$ cat config.mk
export PLATFORM = sky130hd
export DESIGN_NAME = reg_alu_pipe_flat
export DESIGN_NICKNAME = d
export VERILOG_FILES = /design/src/rtl/reg_alu_pkg.sv /design/src/rtl/reg_alu_pipe_if.sv /design/src/rtl/reg_alu_pipe_reg_file.sv /design/src/rtl/reg_alu_pipe.sv /design/src/flat_wrapper.sv
export SDC_FILE = /design/constraint.sdc
export NUM_CORES = 1
export LEC_CHECK = 0
export CORE_MARGIN = 1
export CORE_UTILIZATION = 40
export DETAILED_ROUTE_END_ITERATION = 16
export GPL_TIMING_DRIVEN = 0
export SLEW_MARGIN = 20
export SYNTH_ARGS = -nofsm -noshare
export SYNTH_HDL_FRONTEND = slang
export SYNTH_SLANG_ARGS = --single-unit
$ cat constraint.sdc
create_clock -name clk -period 6.07 [get_ports clk]
set_input_delay 1.5175 -clock clk [delete_from_list [all_inputs] [get_ports clk]]
set_output_delay 1.5175 -clock clk [all_outputs]
set_load 0.005 [all_outputs]
$ cat src/rtl/reg_alu_pkg.sv
// Shared ALU opcodes and a width-generic ALU function for the register-file/ALU datapath.
package reg_alu_pkg;

    localparam logic [1:0] OP_ADD = 2'b00;
    localparam logic [1:0] OP_SUB = 2'b01;
    localparam logic [1:0] OP_AND = 2'b10;
    localparam logic [1:0] OP_OR  = 2'b11;

    // Widest datapath the shared ALU function supports.
    localparam int ALU_MAXW = 64;

    typedef logic [ALU_MAXW:0] alu_word_t;

    // Returns {cout, res} packed into bits [width:0]; all higher bits are zero,
    // so a caller can take exactly width+1 bits with a size cast.
    // SUB is a + ~b + 1, so cout is the no-borrow flag.
    function automatic alu_word_t alu_f(
        input logic [1:0]          op,
        input logic [ALU_MAXW-1:0] a,
        input logic [ALU_MAXW-1:0] b,
        input logic [6:0]          width
    );
        alu_word_t mask;
        alu_word_t ea;
        alu_word_t eb;
        alu_word_t r;
        mask = (alu_word_t'(1) << width) - alu_word_t'(1);
        ea   = {1'b0, a} & mask;
        eb   = {1'b0, b} & mask;
        case (op)
            OP_ADD:  r = ea + eb;
            OP_SUB:  r = ea + (~eb & mask) + alu_word_t'(1);
            OP_AND:  r = ea & eb;
            default: r = ea | eb;
        endcase
        return r;
    endfunction

endpackage

$ cat src/rtl/reg_alu_pipe_if.sv
// Issue/result bundle between the control unit (master) and the datapath core (slave).
interface reg_alu_pipe_if #(
    parameter int WIDTH = 16,
    parameter int NREGS = 8
);
    localparam int AW = $clog2(NREGS);

    // valid_in is a one-way issue strobe: there is no ready, the core accepts an op
    // on every rising edge where valid_in=1. result_valid marks that the EX stage
    // holds the op issued at the previous edge; result/cout/zero hold when it is 0.
    logic             valid_in;
    logic             sel;
    logic             wr;
    logic [1:0]       op;
    logic [AW-1:0]    rd_addr_a;
    logic [AW-1:0]    rd_addr_b;
    logic [AW-1:0]    wr_addr;
    logic [WIDTH-1:0] d_in;
    logic [WIDTH-1:0] d_out_a;
    logic [WIDTH-1:0] d_out_b;
    logic [WIDTH-1:0] result;
    logic             result_valid;
    logic             cout;
    logic             zero;

    modport master (
        output valid_in, sel, wr, op, rd_addr_a, rd_addr_b, wr_addr, d_in,
        input  d_out_a, d_out_b, result, result_valid, cout, zero
    );

    modport slave (
        input  valid_in, sel, wr, op, rd_addr_a, rd_addr_b, wr_addr, d_in,
        output d_out_a, d_out_b, result, result_valid, cout, zero
    );

endinterface

$ cat src/rtl/reg_alu_pipe_reg_file.sv
// NREGS x WIDTH register file: async-reset, one write port, two combinational read ports.
module reg_file_p #(
    parameter int WIDTH = 16,
    parameter int NREGS = 8,
    localparam int AW   = $clog2(NREGS)
) (
    input  logic             clk,
    input  logic             reset,
    input  logic             we,
    input  logic [AW-1:0]    wr_addr,
    input  logic [WIDTH-1:0] wd,
    input  logic [AW-1:0]    ra_a,
    input  logic [AW-1:0]    ra_b,
    output logic [WIDTH-1:0] rd_a,
    output logic [WIDTH-1:0] rd_b
);

    logic [WIDTH-1:0] regs [NREGS];

    always_ff @(posedge clk or posedge reset) begin
        if (reset) begin
            for (int i = 0; i < NREGS; i++) begin
                regs[i] <= '0;
            end
        end else if (we) begin
            regs[wr_addr] <= wd;
        end
    end

    assign rd_a = regs[ra_a];
    assign rd_b = regs[ra_b];

endmodule

$ cat src/rtl/reg_alu_pipe.sv
// Register-file/ALU datapath core: one op issues per cycle into a registered EX stage
// that writes back on the following edge, with optional EX->operand bypass.
module reg_alu_pipe
    import reg_alu_pkg::*;
#(
    parameter int WIDTH  = 16,
    parameter int NREGS  = 8,
    parameter int BYPASS = 1
) (
    input  logic           clk,
    input  logic           reset,
    reg_alu_pipe_if.slave  bus
);

    localparam int AW = $clog2(NREGS);

    logic             ex_valid;
    logic             ex_we;
    logic [AW-1:0]    ex_addr;
    logic [WIDTH-1:0] ex_res;
    logic             ex_cout;
    logic             ex_zero;

    logic [WIDTH-1:0] file_a;
    logic [WIDTH-1:0] file_b;
    logic             byp_a;
    logic             byp_b;
    logic [WIDTH-1:0] opnd_a;
    logic [WIDTH-1:0] opnd_b;
    logic [WIDTH:0]   alu_out;
    logic [WIDTH-1:0] wb_data;
    logic             wb_cout;

    reg_file_p #(
        .WIDTH (WIDTH),
        .NREGS (NREGS)
    ) u_reg_file (
        .clk     (clk),
        .reset   (reset),
        .we      (ex_valid && ex_we),
        .wr_addr (ex_addr),
        .wd      (ex_res),
        .ra_a    (bus.rd_addr_a),
        .ra_b    (bus.rd_addr_b),
        .rd_a    (file_a),
        .rd_b    (file_b)
    );

    // The EX op has not reached the file yet, so a matching read takes it from EX.
    assign byp_a  = (BYPASS != 0) && ex_valid && ex_we && (ex_addr == bus.rd_addr_a);
    assign byp_b  = (BYPASS != 0) && ex_valid && ex_we && (ex_addr == bus.rd_addr_b);
    assign opnd_a = byp_a ? ex_res : file_a;
    assign opnd_b = byp_b ? ex_res : file_b;

    assign alu_out = (WIDTH + 1)'(alu_f(bus.op, ALU_MAXW'(opnd_a), ALU_MAXW'(opnd_b), 7'(WIDTH)));
    assign wb_data = bus.sel ? alu_out[WIDTH-1:0] : bus.d_in;
    assign wb_cout = bus.sel ? alu_out[WIDTH] : 1'b0;

    always_ff @(posedge clk or posedge reset) begin
        if (reset) begin
            ex_valid <= 1'b0;
            ex_we    <= 1'b0;
            ex_addr  <= '0;
            ex_res   <= '0;
            ex_cout  <= 1'b0;
            ex_zero  <= 1'b0;
        end else if (bus.valid_in) begin
            ex_valid <= 1'b1;
            ex_we    <= bus.wr;
            ex_addr  <= bus.wr_addr;
            ex_res   <= wb_data;
            ex_cout  <= wb_cout;
            ex_zero  <= (wb_data == '0);
        end else begin
            // Idle edge: the previous op has just written back; result and flags hold.
            ex_valid <= 1'b0;
            ex_we    <= 1'b0;
        end
    end

    assign bus.d_out_a      = opnd_a;
    assign bus.d_out_b      = opnd_b;
    assign bus.result       = ex_res;
    assign bus.result_valid = ex_valid;
    assign bus.cout         = ex_cout;
    assign bus.zero         = ex_zero;

endmodule

$ cat src/flat_wrapper.sv
// flat-port wrapper written by rule: the top's interface ports become plain ports
module reg_alu_pipe_flat import reg_alu_pkg::*;
#(
    parameter int WIDTH  = 16,
    parameter int NREGS  = 8,
    parameter int BYPASS = 1
)
  (clk, reset, bus_valid_in, bus_sel, bus_wr, bus_op, bus_rd_addr_a, bus_rd_addr_b, bus_wr_addr, bus_d_in, bus_d_out_a, bus_d_out_b, bus_result, bus_result_valid, bus_cout, bus_zero);
  reg_alu_pipe_if #(.WIDTH(WIDTH), .NREGS(NREGS)) bus_i ();
  input  logic clk;
  input  logic reset;
  input wire logic [$bits(bus_i.valid_in)-1:0] bus_valid_in;
  input wire logic [$bits(bus_i.sel)-1:0] bus_sel;
  input wire logic [$bits(bus_i.wr)-1:0] bus_wr;
  input wire logic [$bits(bus_i.op)-1:0] bus_op;
  input wire logic [$bits(bus_i.rd_addr_a)-1:0] bus_rd_addr_a;
  input wire logic [$bits(bus_i.rd_addr_b)-1:0] bus_rd_addr_b;
  input wire logic [$bits(bus_i.wr_addr)-1:0] bus_wr_addr;
  input wire logic [$bits(bus_i.d_in)-1:0] bus_d_in;
  output wire logic [$bits(bus_i.d_out_a)-1:0] bus_d_out_a;
  output wire logic [$bits(bus_i.d_out_b)-1:0] bus_d_out_b;
  output wire logic [$bits(bus_i.result)-1:0] bus_result;
  output wire logic [$bits(bus_i.result_valid)-1:0] bus_result_valid;
  output wire logic [$bits(bus_i.cout)-1:0] bus_cout;
  output wire logic [$bits(bus_i.zero)-1:0] bus_zero;
  assign bus_i.valid_in = bus_valid_in;
  assign bus_i.sel = bus_sel;
  assign bus_i.wr = bus_wr;
  assign bus_i.op = bus_op;
  assign bus_i.rd_addr_a = bus_rd_addr_a;
  assign bus_i.rd_addr_b = bus_rd_addr_b;
  assign bus_i.wr_addr = bus_wr_addr;
  assign bus_i.d_in = bus_d_in;
  assign bus_d_out_a = bus_i.d_out_a;
  assign bus_d_out_b = bus_i.d_out_b;
  assign bus_result = bus_i.result;
  assign bus_result_valid = bus_i.result_valid;
  assign bus_cout = bus_i.cout;
  assign bus_zero = bus_i.zero;
  reg_alu_pipe #(.WIDTH(WIDTH), .NREGS(NREGS), .BYPASS(BYPASS)) u_core (.clk(clk), .reset(reset), .bus(bus_i));
endmodule
**Met1 routing**

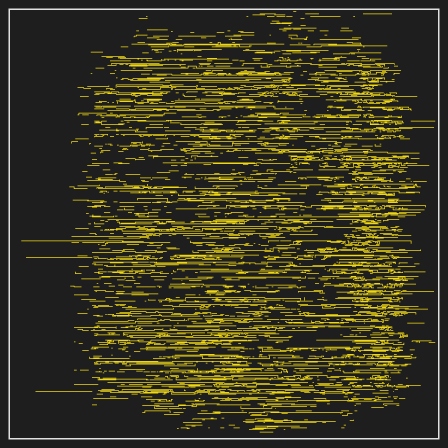
The wires run mostly horizontal. The layer holds 43% of the routed length. 1009 nets have wire on it. The longest straight run is 55.2 microns. The layer carries 13800 microns of wire.

**Congestion heat map**

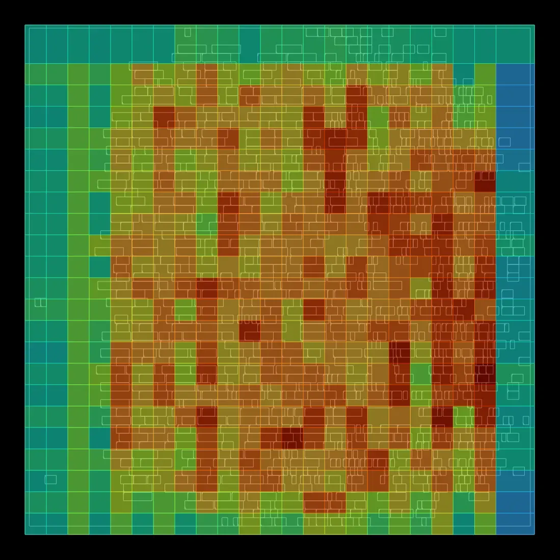
met2 Use GR: 41.8%
GRT Overall Usage: 24.8%

==> flow_summary.toml <==
# physical design summary
[worst_setup_path]
worst-path-buf-inv = 3
rr_startpoint = "u_core.ex_addr[2]$_DFFE_PP0P_"
path_cells = "clkbuf_2, xor2_1, nor4_4, clkbuf_1, nand2_1, o21ai_0, ha_1, clkbuf_1, o21ba_2, o31ai_2, a2111oi_0, or2_2, a221o_1, o221ai_1, nor4_2, o2111ai_1, o2bb2ai_2"
crit_arrival_ns = 6.15
critPathRequiredTime_ns = 6.43
worstSetupEndpointType = "flip-flop"
crit_path_top_delay_cell = "nor4_4"
path_max_fanout = 10
critPathLaunch = "bus_rd_addr_a[2]"
crit_cells = 17
cpLargestDelayFamily = "AND-OR/OR-AND gates"
reg2reg_depth = 17
worstSetupStartpointType = "input port"
path_class = "input port to flip-flop"
critical_path.max_stage_delay_ns = 0.48
worst_path_most_repeated_cell = "clkbuf_1"

[placement]
placed_cells = 1354
place.gp.congestion = 1.00
hpwl_microns = 23500
port_buffers = 73
placed_area_sq_um = 11700

[synth]
synth-area-yosys_sq_um = 10500
most_common_cell = "dfrtp_1"
synth-seq-cells = 151
syn_avg_cell_area_sq_um = 11.1
ys_seq_share_pct = 35.9
synthesis.area_sq_um = 10500
fp_nets = 1028
syn_inst = 944
topCellsByArea = "dfrtp_1 (36%), mux2_2 (15%), mux4_2 (14%)"
synthFlopType = "dfrtp_1"
yosys.area.top_type = "dfrtp_1"
ys_async_sr_fraction_pct = 100
yosys.cell_types.count = 67
top_cell_area_share_pct = 35.9
yosys_warnings = 0
synth-cells-yosys = 944
synth-edff-count = 0
top_cells_by_count = "dfrtp_1 (151), mux2_2 (141), mux4_2 (65)"

[pwr]
power.density_nw_per_um2 = 453
peakVddDrop_v = 0.000206
leakage_nw = 5.35

[job]
maxCapViolCount = 0
tool_warnings = 60

[clock_tree]
clk_latency_ns = 0.43
cts.reportedPaths.clkPinSlew_ns = 0.07
cts_tree = "built"
postCtsSetupBuffers = 0
cts_root_buffer = "clkbuf_16"
clockBufferDepth = 2
cts_max_level = 4
cts_made_buffers = 17
clock-sinks = 151

[floorplan]
die_area_sq_um = 27000
coreArea_sq_um = 25900
io_pins = 83
fp_util_pct = 40.6
die_w_microns = 164
die_h_microns = 164
rows = 59

[timing]
hold_ws_ns = 0.519
finalCriticalPeriod_ns = 5.79
max_freq_mhz = 173
slew_viol_final = 0
finalSetupViolCount = 0
fin_tns_setup_ns = 0
slew_headroom_pct = 34.9
worst_pin_slew_ns = 0.976
hold_viol = 0
finalClockSkew_ns = 0.0117
grt_setup_unrepaired = "false"
finalClockPeriodUsage_pct = 95.5

[hold_path]
hold_depth = 1
hold_start = "u_core.bus.cout$_DFFE_PP0P_"
holdCritPathClass = "flip-flop to flip-flop"

[drt]
ant_nets = 0
drtPass1Iterations = 5
route.detailed.drc = 0
via_count = 8225
drt-vias-per-instance = 5.94
wire_per_inst_microns = 23.3
wirelength_microns = 32200
drt-initial-drc-count = 751

[grt]
grt_pass1_wl_microns = 49500
grt_max_degree = 95
antenna_found_initial = 0
grt_pass1_vias = 8268
gr-total-overflow = 0

[layout]
comb_area_sq_um = 6330
drive_above_1_share_pct = 27.1
num-nets-final = 1122
design_area_sq_um = 12500
n_antenna_cell = 0
seq_area_sq_um = 3780
nFillCells = 2330
fin_util_pct = 48.2
area_delta_synth_final_pct = 18.6
final_cell_count_no_fill = 1385

[run_status]
status = "complete, no violations"
**Sequential cells grouped by signal name**

Other sequential cells in the stronger gray, the rest of the logic in the fainter gray.
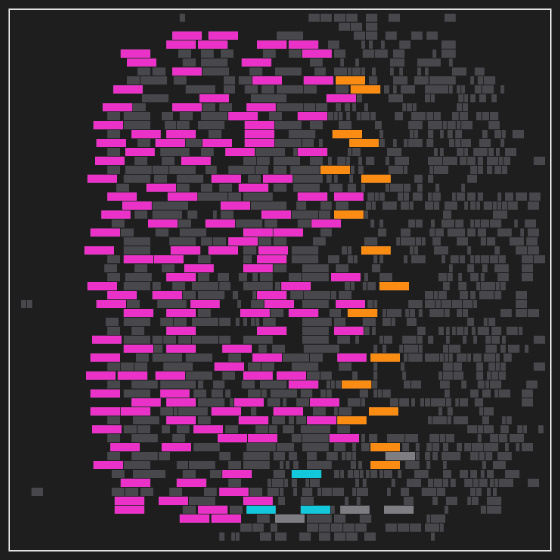
Magenta stands for u_core.u_reg_file.regs, flops 128. Orange stands for u_core.bus.result, flops 16. Cyan stands for u_core.ex_addr, flops 3.
Another 4 sequential cells are not colored.

**Nets reached from selected ports**

Scale bar: 50 microns.
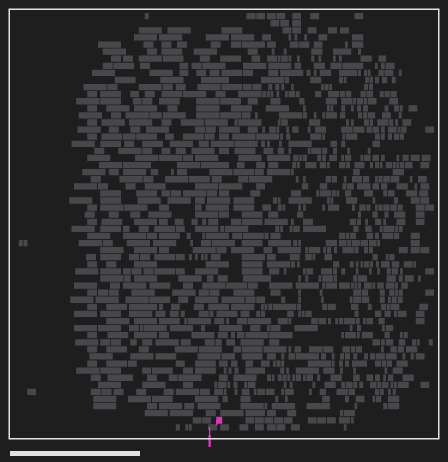
Magenta stands for bus_wr, bits 1, direction input, edge bottom, end cells 1, wire 5.70 microns.

[per-layer routing]
metal / vias up / track usage, % / wire (microns)
met5: - / 0 / 0
met4: 0 / 9.22 / 863
met3: 61 / 2.83 / 1670
met2: 254 / 41.8 / 15900
met1: 4233 / 32.8 / 13800
li1: 3677 / - / -
[cells in the final DEF (no fill, tap or decap), drive strengths merged, types with 7 or more instances in the layout]
cell / count
nand3: 9
a21oi: 36
clkdlybuf4s50: 73
mux2: 141
mux4: 65
a211oi: 16
ha: 50
buf: 15
inv: 53
nor3: 13
o31ai: 7
clkbuf: 80
nand2b: 9
o21ai: 40
dfrtp: 151
mux2i: 38
nor2: 46
a21o: 9
nand2: 61
nor2b: 11
o21a: 18
[power breakdown]
| group | switching (W) | total (W) | internal, W |
|---|---|---|---|
| logic | 0.00148 | 0.00286 | 0.00137 |
| registers | 0.000265 | 0.00163 | 0.00136 |
| clock network | 0.000421 | 0.00117 | 0.000751 |
[flip-flops by register name, summed over array words and instances, names as in the netlist]
name / count
u_core.u_reg_file.regs: 128
u_core.ex_we: 1
u_core.bus.cout: 1
u_core.bus.result_valid: 1
u_core.ex_addr: 3
u_core.bus.result: 16
u_core.bus.zero: 1
[worst paths after layout]
path                                                          end  slack [ns]
setup / recovery                      u_core.bus.zero$_DFFE_PP0P_        0.28
hold / removal                        u_core.bus.cout$_DFFE_PP0P_        0.52
setup reg to reg                      u_core.bus.zero$_DFFE_PP0P_        1.01
hold reg to reg                       u_core.bus.cout$_DFFE_PP0P_        0.52
max in group asynchronous  u_core.u_reg_file.regs[33]$_DFFE_PP0P_        3.71
min in group asynchronous  u_core.u_reg_file.regs[47]$_DFFE_PP0P_        1.54
[repair_timing]
action | 4_1_cts | 5_1_grt
endpoints found under the setup margin | 24 | 5
gates resized | 28 | 31
hold buffers | 0 | 0
[layout make-up]
type / count / share of cell area (%)
clock buffers: 20 / 3.66
well taps: 335 / 3.36
inverters: 54 / 1.68
plain buffers: 74 / 2.64
flip-flops and latches: 151 / 30.3
repair buffers: 75 / 6.11
multi-input cells: 665 / 50.7
clock inverters: 11 / 1.57
[stage by stage]
stage	setup WS [ns]	power, W
after global routing	0.0105	0.00600
after CTS	0.0419	0.00563
final	0.275	0.00566
after floorplan	0.378	0.00351
after detailed placement	-1.16	0.00443
after global placement	-1.73	0.00438
[cell families after synthesis]
family	Yosys count	share of synthesized area [%]
multiplexers	244	32.6
AND-OR/OR-AND	179	11.6
AND/OR/NAND/NOR	179	8.05
flip-flops	151	35.9
buffers and inverters	128	4.64
adder cells (fa/ha/maj)	52	6.32
XOR/XNOR	11	0.915
No activity file was given, so power comes from the tool's default toggle rates.
